[src/rtl/pipereg_if_id_skid.sv]
// IF/ID pipeline register as a 2-entry elastic stage (main + skid) with valid/ready handshake,
// flush and NOP bubble insertion on the outputs when no instruction is held.
module pipereg_if_id_skid #(
  parameter int unsigned             DATA_WIDTH = 32,
  parameter int unsigned             PC_WIDTH   = 32,
  parameter logic [DATA_WIDTH-1:0]   NOP_INS    = DATA_WIDTH'(32'h00000013)
) (
  input  logic                  clk,
  input  logic                  rst,
  input  logic                  clr,
  input  logic                  in_valid,
  output logic                  in_ready,
  input  logic [DATA_WIDTH-1:0] ins_in,
  input  logic [PC_WIDTH-1:0]   pc_in,
  input  logic [PC_WIDTH-1:0]   pc_plus4_in,
  output logic                  out_valid,
  input  logic                  out_ready,
  output logic [DATA_WIDTH-1:0] ins_out,
  output logic [PC_WIDTH-1:0]   pc_out,
  output logic [PC_WIDTH-1:0]   pc_plus4_out,
  output logic [1:0]            occupancy
);

  typedef enum logic [1:0] {
    EMPTY = 2'd0,
    ONE   = 2'd1,
    FULL  = 2'd2
  } state_t;

  state_t                state;
  logic [DATA_WIDTH-1:0] main_ins, skid_ins;
  logic [PC_WIDTH-1:0]   main_pc, skid_pc;
  logic [PC_WIDTH-1:0]   main_pc4, skid_pc4;
  logic                  main_valid;
  logic                  accept;
  logic                  pop;

  assign main_valid = (state != EMPTY);
  assign in_ready   = (state != FULL) & ~rst;
  assign accept     = in_valid & in_ready;
  assign pop        = main_valid & out_ready;

  // Bubbles are produced by masking on main_valid; the main register keeps its stale payload.
  always_comb begin
    out_valid    = main_valid;
    ins_out      = main_valid ? main_ins : NOP_INS;
    pc_out       = main_valid ? main_pc  : '0;
    pc_plus4_out = main_valid ? main_pc4 : '0;
    occupancy    = 2'd0;
    case (state)
      ONE:     occupancy = 2'd1;
      FULL:    occupancy = 2'd2;
      default: occupancy = 2'd0;
    endcase
  end

  always_ff @(posedge clk) begin
    if (rst) begin
      state    <= EMPTY;
      main_ins <= '0;
      main_pc  <= '0;
      main_pc4 <= '0;
      skid_ins <= '0;
      skid_pc  <= '0;
      skid_pc4 <= '0;
    end else if (clr) begin
      // Flush wins over any accept; a concurrent pop has already been seen by decode.
      state <= EMPTY;
    end else begin
      case (state)
        EMPTY: begin
          if (accept) begin
            main_ins <= ins_in;
            main_pc  <= pc_in;
            main_pc4 <= pc_plus4_in;
            state    <= ONE;
          end
        end
        ONE: begin
          if (accept && pop) begin
            main_ins <= ins_in;
            main_pc  <= pc_in;
            main_pc4 <= pc_plus4_in;
          end else if (accept) begin
            skid_ins <= ins_in;
            skid_pc  <= pc_in;
            skid_pc4 <= pc_plus4_in;
            state    <= FULL;
          end else if (pop) begin
            state <= EMPTY;
          end
        end
        FULL: begin
          if (pop) begin
            main_ins <= skid_ins;
            main_pc  <= skid_pc;
            main_pc4 <= skid_pc4;
            state    <= ONE;
          end
        end
        default: state <= EMPTY;
      endcase
    end
  end

endmodule

[config.mk]
export PLATFORM = sky130hd
export DESIGN_NAME = pipereg_if_id_skid
export DESIGN_NICKNAME = d
export VERILOG_FILES = /design/src/rtl/pipereg_if_id_skid.sv
export SDC_FILE = /design/constraint.sdc
export NUM_CORES = 1
export LEC_CHECK = 0
export CORE_ASPECT_RATIO = 1.2
export CORE_MARGIN = 2
export CORE_UTILIZATION = 51
export DETAILED_ROUTE_END_ITERATION = 8
export PLACE_DENSITY = 0.8
export SLEW_MARGIN = 20
export SYNTH_ARGS = -nofsm -noshare
export SYNTH_HDL_FRONTEND = slang
export SYNTH_SLANG_ARGS = --single-unit
[constraint.sdc]
create_clock -name clk -period 2.1 [get_ports clk]
set_input_delay 0.21 -clock clk [delete_from_list [all_inputs] [get_ports clk]]
set_output_delay 0.21 -clock clk [all_outputs]
set_load 0.01 [all_outputs]
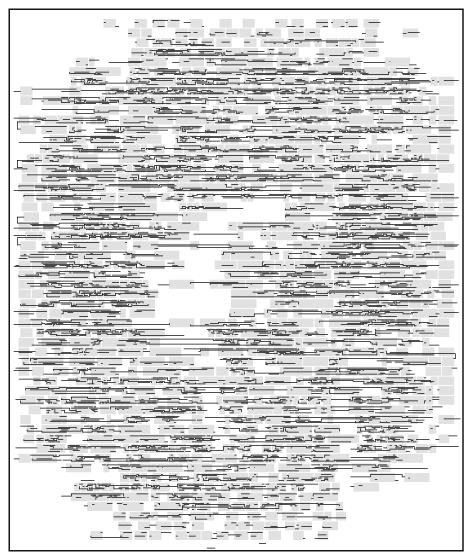
Fig. 1. The metal 1 layer (run 1).
Cells faint in the background.
wire length on this layer: 11,400 um
nets with wire on the layer: 1,111
main direction: horizontal
via count: 8,897
met1 GRT Util: 36.6%
DRT Wirelength: 27,800 um

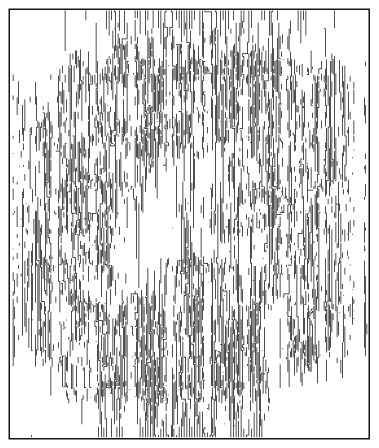
Fig. 2. Metal 2 (run 1).
main direction: vertical
nets with wire on the layer: 1,078
longest straight run: 51.7 um
wire length on this layer: 13,400 um
GR Util met2: 44.0%

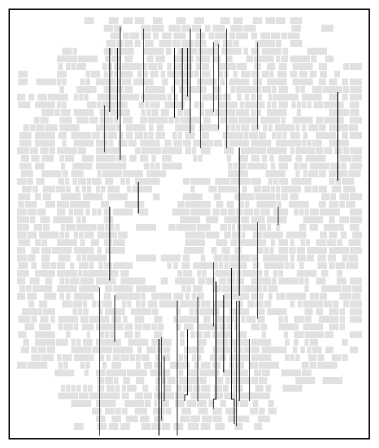
Fig. 3. Metal 4 (run 1).
Cells faint in the background.
longest straight run: 52.4 um
share of all routed wire: 3.9%
main direction: vertical
nets with wire on the layer: 29
wire length on this layer: 1,080 um

==> run 1: worst paths after layout <==
kind | cells past startpoint | start | to
min | 2 | rst | skid_pc[31]
max | 4 | state[1] | pc_out[6]
min reg2reg | 2 | skid_ins[10] | skid_ins[10]
max reg2reg | 5 | state[1] | main_ins[27]
==> run 1: sequential cells by signal (all words and copies together) (netlist names) <==
signal and flops:
skid_ins 32, main_ins 32, state 2, skid_pc 32
skid_pc4 32, main_pc4 32, main_pc 32
==> run 1: per-stage QoR <==
stage | hold slack [ns] | instance area (sq um)
floorplan | 0.358 | 9310
global placement | 0.458 | 11500
detailed placement | 0.467 | 11500
CTS | 0.160 | 12000
global route | 0.178 | 12200
finish | 0.175 | 12200
==> flow_summary.json, run 1 <==
{
  "status": "complete, no violations",
  "clkSinkCount": 194,
  "start_kind": "flip-flop",
  "top_layer_used": "met4",
  "routabilityCongestion": 0.752,
  "sequentialPower_mw": 3.84,
  "synthAdderAreaFrac_pct": 0,
  "wl_met3_um": 1950,
  "comb_area_sq_um": 4860,
  "grt.total_usage_pct": 27.9,
  "synth_nets": 1130,
  "yosys_area_sq_um": 9310,
  "path_buffers": 2,
  "period_minus_slack_ns": 2.05,
  "top_usage_layer": "met2",
  "taps": 224,
  "clockBufferCount": 22,
  "drc": 0,
  "lay_top_count": "dfxtp_1",
  "p_leak_nw": 5.81,
  "fin_cells": 1382,
  "fp_util_pct": 51.6,
  "buf_share_pct": 21.2,
  "ys_cells": 1029,
  "swShare_pct": 25.3,
  "grt_max_degree": 96,
  "grt_pass1_wl_um": 44000,
  "clock_net_power_mw": 3.21,
  "ir_drop_mv": 0.594,
  "ys_sh_xor_pct": 0,
  "slew_violations": 0,
  "cap_violations": 0,
  "comb_power_mw": 1.01,
  "comb_power_share_pct": 12.5,
  "drive_gt1_share_pct": 8.81,
  "setup-violations-final": 0,
  "crit_arrival_ns": 1.84,
  "rrSetupSlack_ns": 0.47,
  "fin_skew_ns": 0.00796,
  "final_util_pct": 67.6,
  "synthFlopType": "dfxtp_1",
  "dp_cells": 1349,
  "synth_flops": 194,
  "die_w_um": 127,
  "clkTransAtPathRegs_ns": 0.07,
  "synth_top_cell_by_area": "dfxtp_1",
  "post-cts-setup-buffers": 0,
  "rsz0062_at_grt": "false",
  "dp_hpwl_um": 16300,
  "io_buffers": 200,
  "slew_headroom_pct": 57.1,
  "largestClassByArea": "multi-input combinational cells",
  "power_leader": "registers",
  "gr-usage-met3_pct": 4.82,
  "top_cell_area_share_pct": 41.7,
  "ant_nets": 0,
  "cts_tree": "built",
  "yosys_warnings": 0,
  "mux_area_share_pct": 10.4,
  "synth.avg_cell_area_sq_um": 9.05,
  "clock_area_share_pct": 4.78,
  "post-place-ws_ns": 0.0758,
  "top_cell": "dfxtp_1",
  "comb_area_share_pct": 39.9,
  "hold_path.class": "in2reg",
  "simple_gate_area_share_pct": 12.8,
  "synthTopLogicFamily": "AND-OR/OR-AND gates",
  "fillers": 1406,
  "inv_count": 1,
  "insertion_delay_ns": 0.43,
  "regArea_sq_um": 3880,
  "cts_made_buffers": 17,
  "signal_buffers": 238,
  "hold_viol_final": 0,
  "synthTopCellsByArea": "dfxtp_1, mux2i_1, a311oi_1",
  "nFlopsAndLatches": 194,
  "required_ns": 1.89,
  "die_area_sq_um": 19400
}
==> run 2: changes to the inputs <==
CAP_MARGIN = 20   (was default)
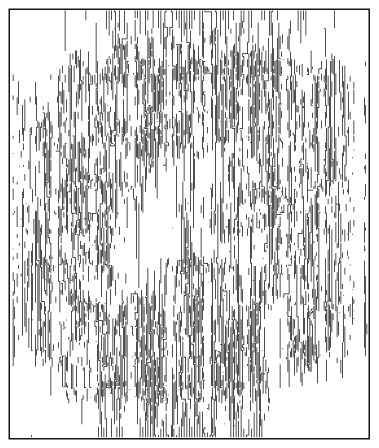
Fig. 4. Metal 2 (run 2).
wire length on this layer: 13,400 um
main direction: vertical
longest straight run: 51.7 um
share of all routed wire: 48%

==> run 2 against run 1 <==
Compared with the run above: final area is the same; routed wire length stayed put; global-route usage unchanged; clock skew did not move; register-to-register slack about the same; count of clock-buffer cells in the layout unchanged; synthesized area stayed put; power unchanged; critical path depth stayed put; highest routed layer unchanged; core utilization unchanged; via count unchanged; largest cell class unchanged; largest power group unchanged; combinational power barely moved.
==> flow_summary.json, run 2 <==
{
  "top_cell_area_share_pct": 41.7,
  "fin_cells": 1382,
  "setup-violations-final": 0,
  "ir_drop_mv": 0.594,
  "top_layer_used": "met4",
  "postPlaceCellArea_sq_um": 11500,
  "fillers": 1406,
  "r2r_cells": 5,
  "rrSetupSlack_ns": 0.47,
  "top_usage_layer": "met2",
  "gr-usage-met3_pct": 4.82,
  "synth.avg_cell_area_sq_um": 9.05,
  "ys_types": 31,
  "lay_top_count": "dfxtp_1",
  "grt.met1_usage_pct": 36.6,
  "clock_area_share_pct": 4.78,
  "synthFlopType": "dfxtp_1",
  "power.switching_mw": 2.04,
  "hold_start": "rst",
  "signal_buffers": 238,
  "antenna_cells": 0,
  "intPower_mw": 6.02,
  "wl_met1_um": 11400,
  "clkTransAtPathRegs_ns": 0.07,
  "insertion_delay_ns": 0.43,
  "synthTopCellsByArea": "dfxtp_1, mux2i_1, a311oi_1",
  "die_h_um": 152,
  "fp_util_pct": 51.6,
  "rsz0062_at_grt": "false",
  "top_level_ports": 201,
  "core.rowCount": 54,
  "final_util_pct": 67.6,
  "globalRouteMet2Util_pct": 44.0,
  "cap_violations": 0,
  "drc": 0,
  "crit_arrival_ns": 1.84,
  "synthAdderAreaFrac_pct": 0,
  "num-multi-input-gates": 693,
  "p_leak_nw": 5.81,
  "pwr-share-seq_pct": 47.7,
  "drive_gt1_share_pct": 8.81,
  "yosys_warnings": 0,
  "overflow": 0,
  "cts_tree": "built",
  "synthTopLogicFamily": "AND-OR/OR-AND gates",
  "vias": 8897,
  "slew_violations": 0,
  "synth_flops": 194,
  "fin_skew_ns": 0.00796,
  "nFlopsAndLatches": 194,
  "dp_hpwl_um": 16300,
  "simple_gate_area_share_pct": 12.8,
  "comb_area_sq_um": 4860,
  "comb_power_share_pct": 12.5,
  "period_minus_slack_ns": 2.05,
  "grt.total_usage_pct": 27.9,
  "die_w_um": 127,
  "fin_area_sq_um": 12200,
  "buf_share_pct": 21.2,
  "hold_path.class": "in2reg",
  "clkSinkCount": 194,
  "clockBufferCount": 22,
  "crit_start": "state[1]",
  "cts_max_path_buffers": 2,
  "required_ns": 1.89,
  "die_area_sq_um": 19400,
  "status": "complete, no violations",
  "comb_power_mw": 1.01,
  "ys_cells": 1029,
  "routed_wl_um": 27800,
  "mux_area_share_pct": 10.4,
  "synth_seq_share_pct": 41.7,
  "warnings": 27,
  "worstMarginPinSlew_ns": 0.643,
  "tns_ns": 0,
  "post_drt_wl_per_cell_um": 20.1,
  "timing.rr.end": "main_ins[27]",
  "hold_viol_final": 0,
  "post-place-ws_ns": 0.0758,
  "dp_cells": 1349,
  "syn_area_sq_um": 9310,
  "synth_nets": 1130,
  "p_per_area_nw_per_um2": 661,
  "grt_max_degree": 96,
  "antenna_found_initial": 0,
  "seq_share_pct": 31.8,
  "ys_sh_xor_pct": 0,
  "clock_net_power_mw": 3.21,
  "power_leader": "registers",
  "grt_pass1_wl_um": 44000,
  "largestClassByArea": "multi-input combinational cells",
  "synthAoiAreaFrac_pct": 28.5,
  "post-cts-setup-buffers": 0,
  "endpoint": "pc_out[6]",
  "regArea_sq_um": 3880,
  "yosys_area_sq_um": 9310,
  "slew_headroom_pct": 57.1,
  "synth_top_cell_by_area": "dfxtp_1",
  "comb_area_share_pct": 39.9,
  "async_flop_share_pct": 0,
  "top_cell": "dfxtp_1",
  "reg2reg_from": "state[1]",
  "cts_made_buffers": 17,
  "routabilityCongestion": 0.752,
  "start_kind": "flip-flop",
  "dr_wl_met2_um": 13400,
  "wl_met3_um": 1950,
  "syn2layout_area_growth_pct": 31.0,
  "taps": 224,
  "sequentialPower_mw": 3.84,
  "swShare_pct": 25.3,
  "inv_count": 1,
  "crit_path_end_kind": "output pin",
  "io_buffers": 200,
  "common_cells": "dfxtp_1, clkbuf_1, a21oi_1",
  "hold_slack_ns": 0.175,
  "ant_nets": 0
}
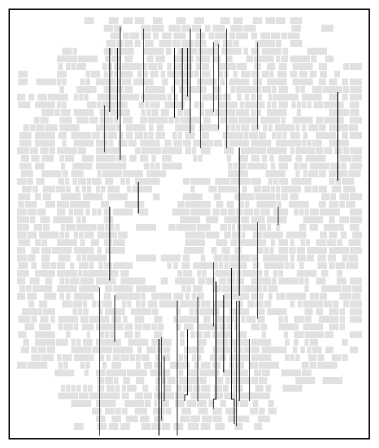
Fig. 5. Metal 4 (run 2).
Cells faint in the background.
nets with wire on the layer: 29
longest straight run: 52.4 um

[run 2: worst max-delay path, stage by stage (launching register included)]
cell and delay, ns:
dfxtp_1 0.31, or2_4 0.29, buf_8 0.17, and2_1 0.16
clkdlybuf4s50_1 0.47
[run 2: repair_timing]
action	in CTS	in global routing
setup endpoints to repair	96	61
pin swaps	0	0
cloned	1	0
resized	39	60
[run 2: worst min-delay path by stage]
stage | endpoint | slack [ns] | cells past startpoint
6_report | skid_pc[31] | 0.17 | 2
5_1_grt | skid_ins[11] | 0.18 | 2
4_1_cts | skid_pc4[6] | 0.16 | 2
3_5_place_dp | skid_ins[28] | 0.47 | 2
3_3_place_gp | skid_pc[2] | 0.46 | 2
2_1_floorplan | skid_ins[0] | 0.36 | 2
Fig. 6: run 2, routing congestion map
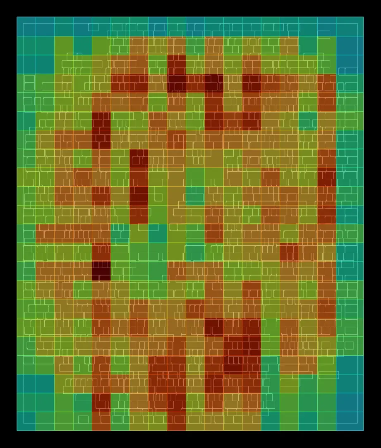

==> run 3: changes to the inputs <==
CORE_MARGIN = default   (was 2)
RECOVER_POWER = 25   (was default)
clock period = 1.9 ns   (was 2.1 ns; I/O delays follow)
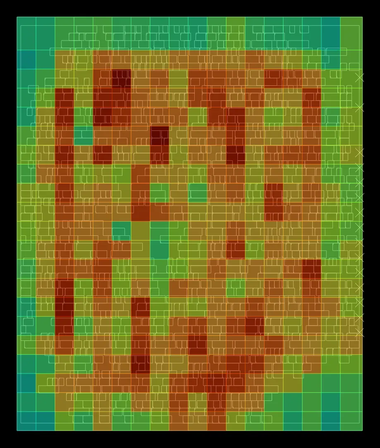
Fig. 7. Routing congestion map (run 3).
GR Util met2: 48.1%
Top Usage Layer GRT: met2
met1 GRT Util: 38.9%
met3 usage: 4.93%

==> run 3 against run 2 <==
Compared with the run above: the flow now finishes with violations (DRC); via count is essentially flat; register-to-register slack got worse by 0.21 ns; synthesized cell count unchanged; largest cell class unchanged.
==> flow_summary.json, run 3 <==
{
  "lay_top_cells": "dfxtp_1, clkdlybuf4s50_1, a21oi_1",
  "fillers": 1389,
  "ys_types": 31,
  "cts_made_buffers": 17,
  "antenna_cells": 1,
  "status": "finished, violations left",
  "async_flop_share_pct": 0,
  "post-route-period-util_pct": 98.4,
  "die_h_um": 150,
  "synth_flops": 194,
  "clockBufferCount": 23,
  "mux_area_share_pct": 10.4,
  "insertion_delay_ns": 0.43,
  "top_cell_area_share_pct": 41.7,
  "die_w_um": 125,
  "drc": 15,
  "core_area_sq_um": 17700,
  "synth_nets": 1130,
  "tns_ns": 0,
  "seq_share_pct": 32.4,
  "dp_cells": 1347,
  "grt_max_degree": 100,
  "cts-htree-levels": 4,
  "buf_share_pct": 20.1,
  "overflow": 0,
  "post-place-ws_ns": 0.0302,
  "hold_slack_ns": 0.0671,
  "period_minus_slack_ns": 1.87,
  "p_leak_nw": 4.76,
  "synthAdderAreaFrac_pct": 0,
  "edf_count": 0,
  "fp_util_pct": 52.6,
  "max_stage_delay_ns": 0.32,
  "simple_gate_area_share_pct": 12.8,
  "comb_area_sq_um": 4860,
  "syn2layout_area_growth_pct": 28.7,
  "setup_ws_ns": 0.0310,
  "vias": 8895,
  "hold_viol_final": 0,
  "routabilityCongestion": 0.761,
  "cap_violations": 0,
  "synth_top_cell_by_area": "dfxtp_1",
  "taps": 220,
  "synthTopLogicFamily": "AND-OR/OR-AND gates",
  "crit_path_end_kind": "output pin",
  "required_ns": 1.71,
  "drive_gt1_share_pct": 12.6,
  "yosys_warnings": 0,
  "wl_met3_um": 1900,
  "ys_sh_xor_pct": 0,
  "start_kind": "flip-flop",
  "grt.total_usage_pct": 29.6,
  "r2r_cells": 5,
  "comb_area_share_pct": 40.6,
  "common_cells": "dfxtp_1, clkbuf_1, a21oi_1",
  "yosys_area_sq_um": 9310,
  "cp_num_cells": 4,
  "post_drt_wl_per_cell_um": 20.4,
  "antenna_found_initial": 1,
  "die_area_sq_um": 18800,
  "syn_area_sq_um": 9310,
  "synth_cells": 1029,
  "routed_wl_um": 28300,
  "total_power_mw": 8.83,
  "signal_buffers": 242,
  "ys_cells": 1029,
  "dp_hpwl_um": 15800,
  "fmax_mhz": 535,
  "wl_met1_um": 12100,
  "fin_area_sq_um": 12000,
  "grt_pass1_wl_um": 44600,
  "drtPass1Iterations": 8,
  "final_util_pct": 67.7,
  "ir_drop_mv": 0.636,
  "num-multi-input-gates": 693,
  "inv_count": 1,
  "cts_tree": "built",
  "crit_arrival_ns": 1.68,
  "clock_area_share_pct": 4.58,
  "grt_pass1_vias": 8472,
  "path_class": "reg2out",
  "viasPerCell": 6.43,
  "hold_path.class": "in2reg",
  "p_per_area_nw_per_um2": 737,
  "crit_chain": "or2_4 > clkbuf_16 > and2_1 > clkdlybuf4s15_1",
  "rsz0062_at_grt": "true",
  "warnings": 28,
  "post-cts-setup-buffers": 0,
  "cts_root_buf": "clkbuf_16",
  "dr_wl_met2_um": 13600,
  "clkTransAtPathRegs_ns": 0.07,
  "slew_violations": 0,
  "worstMarginPinSlew_ns": 0.521,
  "clkSinkCount": 194,
  "violations": "DRC",
  "core.rowCount": 53,
  "top_layer_used": "met4",
  "crit_family": "simple AND/OR/NAND/NOR gates",
  "synthAoiAreaFrac_pct": 28.5,
  "fin_cells": 1383,
  "drtIter0Drc": 871,
  "crit_slowest_cell": "or2_4",
  "postPlaceCellArea_sq_um": 11600,
  "io_buffers": 200,
  "slew_headroom_pct": 65.3,
  "synth_seq_share_pct": 41.7,
  "ant_nets": 0,
  "lay_top_count": "dfxtp_1",
  "synth.avg_cell_area_sq_um": 9.05,
  "cts_max_path_buffers": 2,
  "largestClassByArea": "multi-input combinational cells",
  "crit_fanout": 24,
  "nets": 1250,
  "nFlopsAndLatches": 194,
  "top_level_ports": 201,
  "path_buffers": 2,
  "synthTopCellsByArea": "dfxtp_1, mux2i_1, a311oi_1",
  "holdPathStages": 2,
  "regArea_sq_um": 3880,
  "setup-violations-final": 0,
  "fin_skew_ns": 0.00625,
  "top_cell": "dfxtp_1",
  "synthFlopType": "dfxtp_1"
}
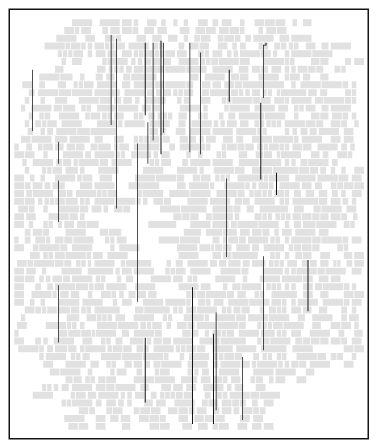
Fig. 8. Metal 4 (run 3).
Cells faint in the background.
share of all routed wire: 2.6%
main direction: vertical
longest straight run: 59.2 um

run 3: repair_timing:
action | in CTS | in global routing
endpoints found under the setup margin | 99 | 93
endpoints found under the hold margin | 0 | 0
gates resized | 105 | 136
cloned | 2 | 1
hold buffers | 0 | 0
run 3: where the power goes:
group / internal, mW / switching (mW) / leakage [nW]
logic: 0.525 / 0.624 / 2.92
clock network: 1.87 / 1.56 / 0.263
registers: 4.19 / 0.0657 / 1.57
run 3: final timing paths:
path / end / slack, ns / from
worst max-delay path: pc_out[9] / 0.03 / state[1]
worst min-delay path: main_ins[20] / 0.07 / rst
worst max register to register: skid_pc4[0] / 0.26 / state[1]
worst min register to register: skid_pc4[25] / 0.47 / skid_pc4[25]
run 3: logic make-up after synthesis:
logic type      count (synthesis)
compound gates                388
buf+inv                       142
flops                         194
mux                            97
simple gates                  208
Power is estimated from default activity; no workload was simulated.
